### config.mk
export PLATFORM = sky130hd
export DESIGN_NAME = pipe_skid_stage
export DESIGN_NICKNAME = d
export VERILOG_FILES = /design/src/rtl/pipe_skid_pkg.sv /design/src/rtl/skid_entry_reg.sv /design/src/rtl/pipe_skid_stage.sv
export SDC_FILE = /design/constraint.sdc
export NUM_CORES = 1
export LEC_CHECK = 0
export CAP_MARGIN = 0
export CORE_UTILIZATION = 45
export DETAILED_ROUTE_END_ITERATION = 16
export PLACE_DENSITY = 0.73
export SLEW_MARGIN = 25
export SYNTH_ARGS = -nofsm -noshare
export SYNTH_HDL_FRONTEND = slang
export SYNTH_SLANG_ARGS = --single-unit
### constraint.sdc
create_clock -name clk -period 1.9 [get_ports clk]
set_input_delay 0.38 -clock clk [delete_from_list [all_inputs] [get_ports clk]]
set_output_delay 0.38 -clock clk [all_outputs]
set_load 0.1 [all_outputs]
### src/rtl/pipe_skid_pkg.sv
// Shared types and widths for the two-entry pipeline skid buffer.
package pipe_skid_pkg;

  localparam int unsigned PIPE_PAYLOAD_W   = 75;
  localparam int unsigned PIPE_STALL_CNT_W = 16;

  // Occupancy of the main (M) and skid (S) entries.
  typedef enum logic [1:0] {
    SKID_EMPTY,
    SKID_BUSY,
    SKID_FULL
  } skid_state_t;

endpackage

### src/rtl/skid_entry_reg.sv
// One payload entry of the skid buffer: load-enabled register with synchronous clear.
module skid_entry_reg #(
  parameter int unsigned WIDTH = 75
) (
  input  logic             clk_i,
  input  logic             clr_i,
  input  logic             en_i,
  input  logic [WIDTH-1:0] d_i,
  output logic [WIDTH-1:0] q_o
);

  logic [WIDTH-1:0] q_q;

  // Clear wins over load so a flush never leaves stale payload behind.
  always_ff @(posedge clk_i) begin
    if (clr_i) begin
      q_q <= '0;
    end else if (en_i) begin
      q_q <= d_i;
    end
  end

  assign q_o = q_q;

endmodule

### src/rtl/pipe_skid_stage.sv
// Two-entry valid/ready skid buffer with registered in_ready.
// Optional stall counter enabled by defining PIPE_SKID_STALL_CNT_EN.
module pipe_skid_stage
  import pipe_skid_pkg::*;
#(
  parameter int unsigned WIDTH = PIPE_PAYLOAD_W,
  parameter int unsigned CNT_W = PIPE_STALL_CNT_W
) (
  input  logic             clk,
  input  logic             reset,
  input  logic             softReset,
  input  logic             in_valid,
  output logic             in_ready,
  input  logic [WIDTH-1:0] in_data,
  output logic             out_valid,
  input  logic             out_ready,
  output logic [WIDTH-1:0] out_data
`ifdef PIPE_SKID_STALL_CNT_EN
  ,
  output logic [CNT_W-1:0] stall_cnt
`endif
);

  skid_state_t      state_q;
  logic             flush;
  logic             m_load;
  logic             s_load;
  logic [WIDTH-1:0] m_d;
  logic [WIDTH-1:0] m_q;
  logic [WIDTH-1:0] s_q;

  assign flush = reset | softReset;

  // Handshake outputs decode straight from the state flop, so ready never
  // depends combinationally on out_ready.
  assign out_valid = (state_q != SKID_EMPTY);
  assign in_ready  = (state_q != SKID_FULL);
  assign out_data  = m_q;

  // Entry load enables; in_data is only captured on an actual in-transfer.
  always_comb begin
    m_load = 1'b0;
    s_load = 1'b0;
    m_d    = in_data;
    case (state_q)
      SKID_EMPTY: m_load = in_valid;
      SKID_BUSY: begin
        m_load = in_valid & out_ready;
        s_load = in_valid & ~out_ready;
      end
      SKID_FULL: begin
        m_load = out_ready;
        m_d    = s_q;
      end
      default: begin
        m_load = 1'b0;
        s_load = 1'b0;
      end
    endcase
  end

  // Occupancy state machine; reset and flush both empty the buffer.
  always_ff @(posedge clk) begin
    if (flush) begin
      state_q <= SKID_EMPTY;
    end else begin
      case (state_q)
        SKID_EMPTY: if (in_valid) state_q <= SKID_BUSY;
        SKID_BUSY: begin
          if (in_valid && !out_ready) begin
            state_q <= SKID_FULL;
          end else if (!in_valid && out_ready) begin
            state_q <= SKID_EMPTY;
          end
        end
        SKID_FULL: if (out_ready) state_q <= SKID_BUSY;
        default: state_q <= SKID_EMPTY;
      endcase
    end
  end

  skid_entry_reg #(
    .WIDTH (WIDTH)
  ) u_main (
    .clk_i (clk),
    .clr_i (flush),
    .en_i  (m_load),
    .d_i   (m_d),
    .q_o   (m_q)
  );

  skid_entry_reg #(
    .WIDTH (WIDTH)
  ) u_skid (
    .clk_i (clk),
    .clr_i (flush),
    .en_i  (s_load),
    .d_i   (in_data),
    .q_o   (s_q)
  );

`ifdef PIPE_SKID_STALL_CNT_EN
  localparam logic [CNT_W-1:0] CntOne = 1;

  logic [CNT_W-1:0] stall_cnt_q;

  // Saturating count of stalled-output cycles; survives a flush.
  always_ff @(posedge clk) begin
    if (reset) begin
      stall_cnt_q <= '0;
    end else if (out_valid && !out_ready && !(&stall_cnt_q)) begin
      stall_cnt_q <= stall_cnt_q + CntOne;
    end
  end

  assign stall_cnt = stall_cnt_q;
`else
  // Counter width is meaningless without the counter.
  logic [CNT_W-1:0] unused_cnt_w;
  assign unused_cnt_w = '0;
`endif

endmodule
Run 1, clock routing:
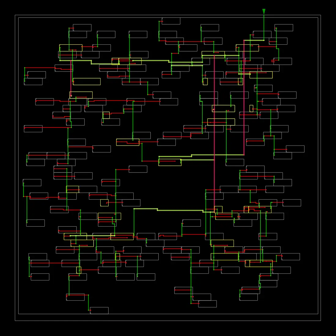
flip-flops: 152
worst skew pair latency: 0.42 ns

Run 1, signal wires on met2:
Scale: 3 px per um. Cells faint in the background.
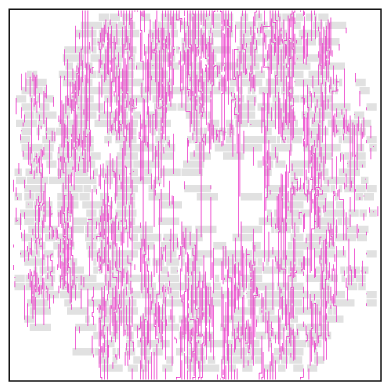
The wires run mostly vertical. The layer holds 52% of the routed length. The layer carries 9260 um of wire. 794 nets have wire on it. The longest straight run is 56.1 um.

Run 1, zoomed window:
Window x 83 to 103, y 83 to 103 um. Cells in gray, sequential cells in the stronger gray; small squares are vias.
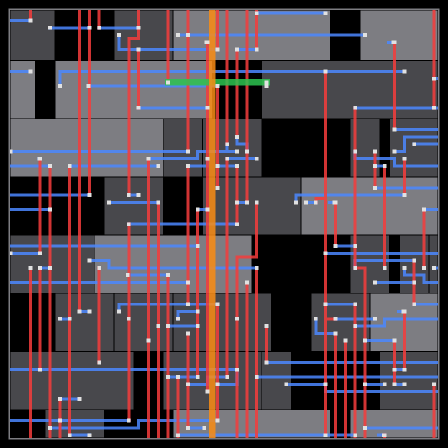
Key: metal 2 = red; metal 3 = green; metal 4 = orange; metal 1 = blue
25 logic cells have their middle in the window. Netlist names of flops here include u_main.q_o (3), u_skid.q_o (2). Most frequent: a211oi_2 (5), dfxtp_1 (5). Sequential cells in the window: 5.

Run 1, port wiring:
Scale: 3 px per um.
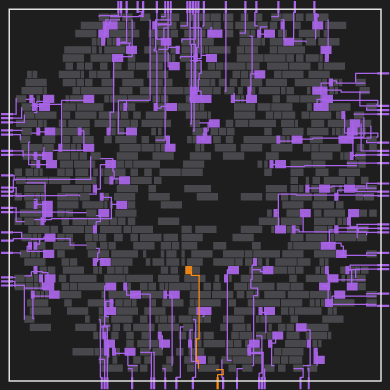
Key: out_valid = orange [bits 1, direction output, end cells 1, buffers 1, wire 43.8 um]; in_data = purple [bits 75, direction input, end cells 150, buffers 75, wire 2140 um]

==> results.sh, run 1 <==
# yosys + openroad results
export IMPL_crit_family="flip-flops"
export IMPL_synth_async_sr_flop_share_pct=0
export IMPL_tritoncts="yes"
export IMPL_synth_cells=697
export IMPL_netlist_area_um2=6640
export IMPL_final_cell_mix="dfxtp_1 (152), nand2_1 (150), a211oi_1 (101)"
export IMPL_nonClkBufAreaFrac_pct=21.1
export IMPL_fp_util_pct=45.8
export IMPL_fillers=1183
export IMPL_cap_violations=0
export IMPL_die_x_um=123
export IMPL_num_io_pins=157
export IMPL_grt_max_degree=51
export IMPL_crit_buf_inv=1
export IMPL_dp_cells=990
export IMPL_routed_wl_mm=17.9
export IMPL_ys_seq_elements=152
export IMPL_worstHoldPathCells=2
export IMPL_die_area_um2=15200
export IMPL_cp_required_ns=1.52
export IMPL_grt_first_pass_wirelength_mm=27.8
export IMPL_syn_area_per_cell_um2=9.52
export IMPL_status="complete, no violations"
export IMPL_power_total_mw=8.18
export IMPL_cp_endpoint="in_ready"
export IMPL_cts_setup_buffers=0
export IMPL_yosysTopAreaCell="dfxtp_1"
export IMPL_slowest_delay_ns=0.47
export IMPL_regToRegSetupSlack_ns=0.21
export IMPL_adder_share_pct=0.377
export IMPL_highest_layer="met4"
export IMPL_holdWs_ns=0.453
export IMPL_p_sw_share_pct=28.6
export IMPL_p_clk_share_pct=41.5
export IMPL_firstDrtPassIters=5
export IMPL_place_ws_ns=-0.237
export IMPL_wl_per_cell_um=17.4
export IMPL_area_leaders="dfxtp_1 (46%), mux2i_1 (11%), a211oi_1 (11%)"
export IMPL_gr_total_overflow=0
export IMPL_drtIter0Drc=298
export IMPL_seq_area_share_pct=33.8
export IMPL_synth_cell_types=24
export IMPL_crit_type="reg2out"
export IMPL_switchingPower_mw=2.34
export IMPL_inv_count=3
export IMPL_setup_slack_ns=0.158
export IMPL_diodes=0
export IMPL_r2r_start="state_q[0]$_SDFFE_PP0P_"
export IMPL_top_logic_kind="AND-OR/OR-AND gates"
export IMPL_drtAntennaViolNets=0
export IMPL_cts_made_buffers=17
## Run 2: what changed since run 1
TNS_END_PERCENT = 30   (was default)
Run 2, routed metal, one color a layer:
Scale: 4 px per um. Two of the layers only.
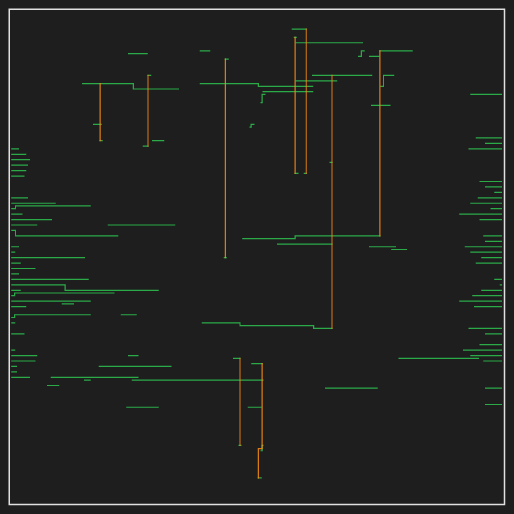
Key: metal 3 = green [wire length 864 um]; metal 4 = orange [wire length 312 um]

Run 2, zoomed window:
Window x 83 to 103, y 83 to 103 um. Cells in gray, sequential cells in the stronger gray; small squares are vias.
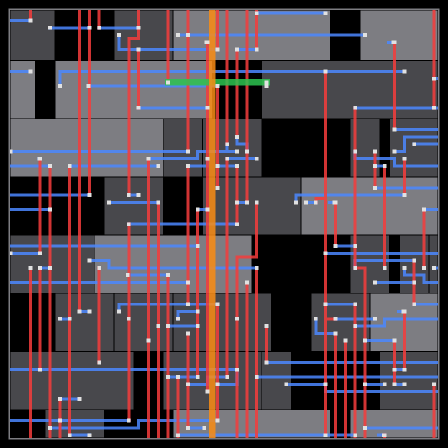
Key: metal 4 = orange; metal 3 = green; metal 1 = blue; metal 2 = red
25 logic cells have their middle in the window. Sequential cells in the window: 5. Most frequent: a211oi_2 (5), dfxtp_1 (5). Netlist names of flops here include u_main.q_o (3), u_skid.q_o (2).

==> run 2 against run 1 <==
Compared with the run above:
- core utilization did not move
- register-to-register slack barely moved
- worst hold slack did not move
- wire length did not move
- clock-buffer cell count did not move
- sequential power barely moved
- sequential share of layout area did not move
- cell count did not move
- power did not move
- clock skew did not move
- sequential cell count did not move
- critical path depth did not move
- highest routed layer unchanged
==> results.sh, run 2 <==
# yosys + openroad results
export IMPL_yosysTopAreaCell="dfxtp_1"
export IMPL_wl_per_cell_um=17.4
export IMPL_cts_hold_buf=0
export IMPL_crit_buf_inv=1
export IMPL_clk_share_pct=6.62
export IMPL_dp_cells=990
export IMPL_synth_cells=697
export IMPL_num_io_pins=157
export IMPL_cp_required_ns=1.52
export IMPL_syn_num_nets=779
export IMPL_die_x_um=123
export IMPL_nets=913
export IMPL_drtIter0Drc=298
export IMPL_warnings=27
export IMPL_crit_start="state_q[0]$_SDFFE_PP0P_"
export IMPL_synth_async_sr_flop_share_pct=0
export IMPL_flops=152
export IMPL_routed_wl_mm=17.9
export IMPL_synth_cell_types=24
export IMPL_syn_area_per_cell_um2=9.52
export IMPL_critPathSlowestCell="dfxtp_1"
export IMPL_final_cell_mix="dfxtp_1 (152), nand2_1 (150), a211oi_1 (101)"
export IMPL_clk_latency_ns=0.42
export IMPL_highest_layer="met4"
export IMPL_ys_warn_count=0
export IMPL_gr_total_overflow=0
export IMPL_viasPerCell=5.59
export IMPL_maxSlewHeadroom_pct=76.7
export IMPL_p_clk_share_pct=41.5
export IMPL_cts_made_buffers=17
export IMPL_syn_to_final_growth_pct=35.5
export IMPL_via_count=5751
export IMPL_diodes=0
export IMPL_firstDrtPassIters=5
export IMPL_drv_slew=0
export IMPL_area_leaders="dfxtp_1 (46%), mux2i_1 (11%), a211oi_1 (11%)"
export IMPL_inv_count=3
export IMPL_regToRegSetupSlack_ns=0.21
export IMPL_yosys_top_cells_count="dfxtp_1 (152), nand2_1 (150), a211oi_1 (101)"
export IMPL_worstHoldStart="u_skid.q_o[64]$_SDFFE_PP0P_"
export IMPL_tritoncts="yes"
export IMPL_cap_violations=0
export IMPL_powerComb_mw=1.45
export IMPL_drtAntennaViolNets=0
export IMPL_status="complete, no violations"
export IMPL_netlist_area_um2=6640
export IMPL_io_buffers=156
export IMPL_pg_seq_mw=3.33
export IMPL_use_met3_pct=5.81
export IMPL_xor_share_pct=0
export IMPL_num_multi_input_gates=466
export IMPL_cts_max_level=4
export IMPL_fillers=1183
export IMPL_fp_util_pct=45.8
export IMPL_final_cell_area_um2=9000
export IMPL_r2r_start="state_q[0]$_SDFFE_PP0P_"
export IMPL_top_logic_kind="AND-OR/OR-AND gates"
export IMPL_nonClkBufAreaFrac_pct=21.1
export IMPL_grtUsageMet2_pct=40.9
export IMPL_p_sw_share_pct=28.6
export IMPL_adder_share_pct=0.377
export IMPL_cp_endpoint="in_ready"
export IMPL_cts_setup_buffers=0
export IMPL_die_area_um2=15200
export IMPL_nClkBuffers=19
export IMPL_worstHoldPathCells=2
export IMPL_tns_ns=0
export IMPL_switchingPower_mw=2.34
export IMPL_path_depth=2
export IMPL_grt_first_pass_wirelength_mm=27.8
export IMPL_crit_type="reg2out"
export IMPL_ys_seq_elements=152
export IMPL_slowest_delay_ns=0.47
export IMPL_worstSetupStartpointType="register"
export IMPL_final_common_cell="dfxtp_1"
export IMPL_grt_max_degree=51
export IMPL_comb_area_share_pct=35.8
export IMPL_power_total_mw=8.18
export IMPL_fin_util_pct=62.1
export IMPL_end_kind="primary output"
export IMPL_worst_r2r_endpoint="u_main.q_o[13]$_SDFFE_PP0P_"
export IMPL_place_ws_ns=-0.237
export IMPL_holdWs_ns=0.453
export IMPL_setup_slack_ns=0.158
export IMPL_crit_arrival_ns=1.36
export IMPL_seq_area_share_pct=33.8
export IMPL_wl_met2_mm=9.25
export IMPL_crit_family="flip-flops"
export IMPL_ff_type="dfxtp_1"
## Run 3: what changed since run 2
MAX_ROUTING_LAYER = met4   (was default)
SKIP_LAST_GASP = 1   (was default)
Run 3, port wiring:
Scale: 3 px per um.
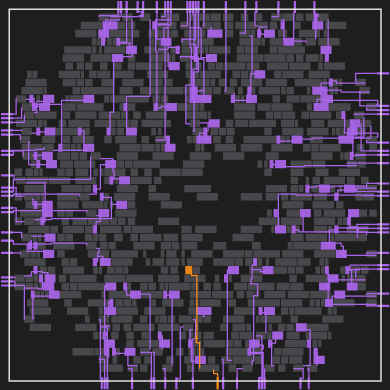
Key: in_data = purple [bits 75, direction input, end cells 150, buffers 75, wire 2150 um]; out_valid = orange [bits 1, direction output, end cells 1, buffers 1, wire 41.5 um]

Run 3, zoomed window:
Window x 83 to 103, y 83 to 103 um. Cells in gray, sequential cells in the stronger gray; small squares are vias.
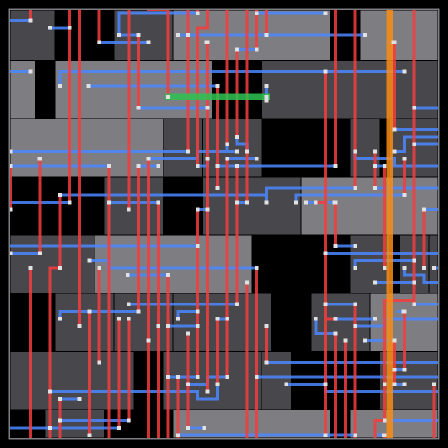
Key: metal 1 = blue; metal 3 = green; metal 4 = orange; metal 2 = red
Netlist names of flops here include u_main.q_o (3), u_skid.q_o (2). 25 logic cells have their middle in the window. Most frequent: a211oi_2 (5), dfxtp_1 (5). Sequential cells in the window: 5.

==> run 3 against run 2 <==
Compared with the run above:
- sequential cell count unchanged
- global-route usage is 0.70 points higher
- cell area is the same
- cell count unchanged
- largest power group unchanged
- critical path depth did not move
- maximum frequency shrank 0.37%
- wire length down 0.26%
- clock-buffer cell count stayed put
- via count grew 0.38%
- sequential power is essentially flat
- setup slack worse by 0.0064 ns
- area after synthesis unchanged
==> results.sh, run 3 <==
# yosys + openroad results
export IMPL_drtIter0Drc=328
export IMPL_p_sw_share_pct=28.5
export IMPL_firstDrtPassIters=4
export IMPL_dp_cells=990
export IMPL_cts_hold_buf=0
export IMPL_crit_start="state_q[0]$_SDFFE_PP0P_"
export IMPL_grtUsageMet2_pct=40.9
export IMPL_adder_share_pct=0.377
export IMPL_grt_first_pass_wirelength_mm=27.8
export IMPL_final_cell_mix="dfxtp_1 (152), nand2_1 (150), a211oi_1 (101)"
export IMPL_diodes=0
export IMPL_ys_seq_elements=152
export IMPL_gr_total_overflow=0
export IMPL_fin_util_pct=62.1
export IMPL_cts_max_level=4
export IMPL_crit_buf_inv=1
export IMPL_maxSlewHeadroom_pct=76.5
export IMPL_area_leaders="dfxtp_1 (46%), mux2i_1 (11%), a211oi_1 (11%)"
export IMPL_holdWs_ns=0.452
export IMPL_syn_to_final_growth_pct=35.5
export IMPL_cts_made_buffers=17
export IMPL_highest_layer="met4"
export IMPL_viasPerCell=5.62
export IMPL_drv_slew=0
export IMPL_worstHoldPathCells=2
export IMPL_num_io_pins=157
export IMPL_nets=913
export IMPL_xor_share_pct=0
export IMPL_fp_util_pct=45.8
export IMPL_flops=152
export IMPL_wl_met2_mm=9.26
export IMPL_netlist_area_um2=6640
export IMPL_worstSetupStartpointType="register"
export IMPL_cp_endpoint="in_ready"
export IMPL_regToRegSetupSlack_ns=0.20
export IMPL_crit_type="reg2out"
export IMPL_io_buffers=156
export IMPL_end_kind="primary output"
export IMPL_tns_ns=0
export IMPL_status="complete, no violations"
export IMPL_setup_slack_ns=0.152
export IMPL_place_ws_ns=-0.237
export IMPL_slowest_delay_ns=0.48
export IMPL_crit_family="flip-flops"
export IMPL_die_area_um2=15200
export IMPL_worst_r2r_endpoint="u_main.q_o[13]$_SDFFE_PP0P_"
export IMPL_inv_count=3
export IMPL_routed_wl_mm=17.9
export IMPL_via_count=5773
export IMPL_final_cell_area_um2=9000
export IMPL_powerComb_mw=1.45
export IMPL_drtAntennaViolNets=0
export IMPL_synth_cells=697
export IMPL_cp_required_ns=1.52
export IMPL_switchingPower_mw=2.33
export IMPL_pg_seq_mw=3.33
export IMPL_synth_cell_types=24
export IMPL_clk_latency_ns=0.42
export IMPL_fillers=1183
export IMPL_comb_area_share_pct=35.8
export IMPL_cts_setup_buffers=0
export IMPL_die_x_um=123
export IMPL_num_multi_input_gates=466
export IMPL_cap_violations=0
export IMPL_clk_share_pct=6.62
export IMPL_crit_arrival_ns=1.37
export IMPL_top_logic_kind="AND-OR/OR-AND gates"
export IMPL_ys_warn_count=0
No activity file was given, so power comes from the tool's default toggle rates.
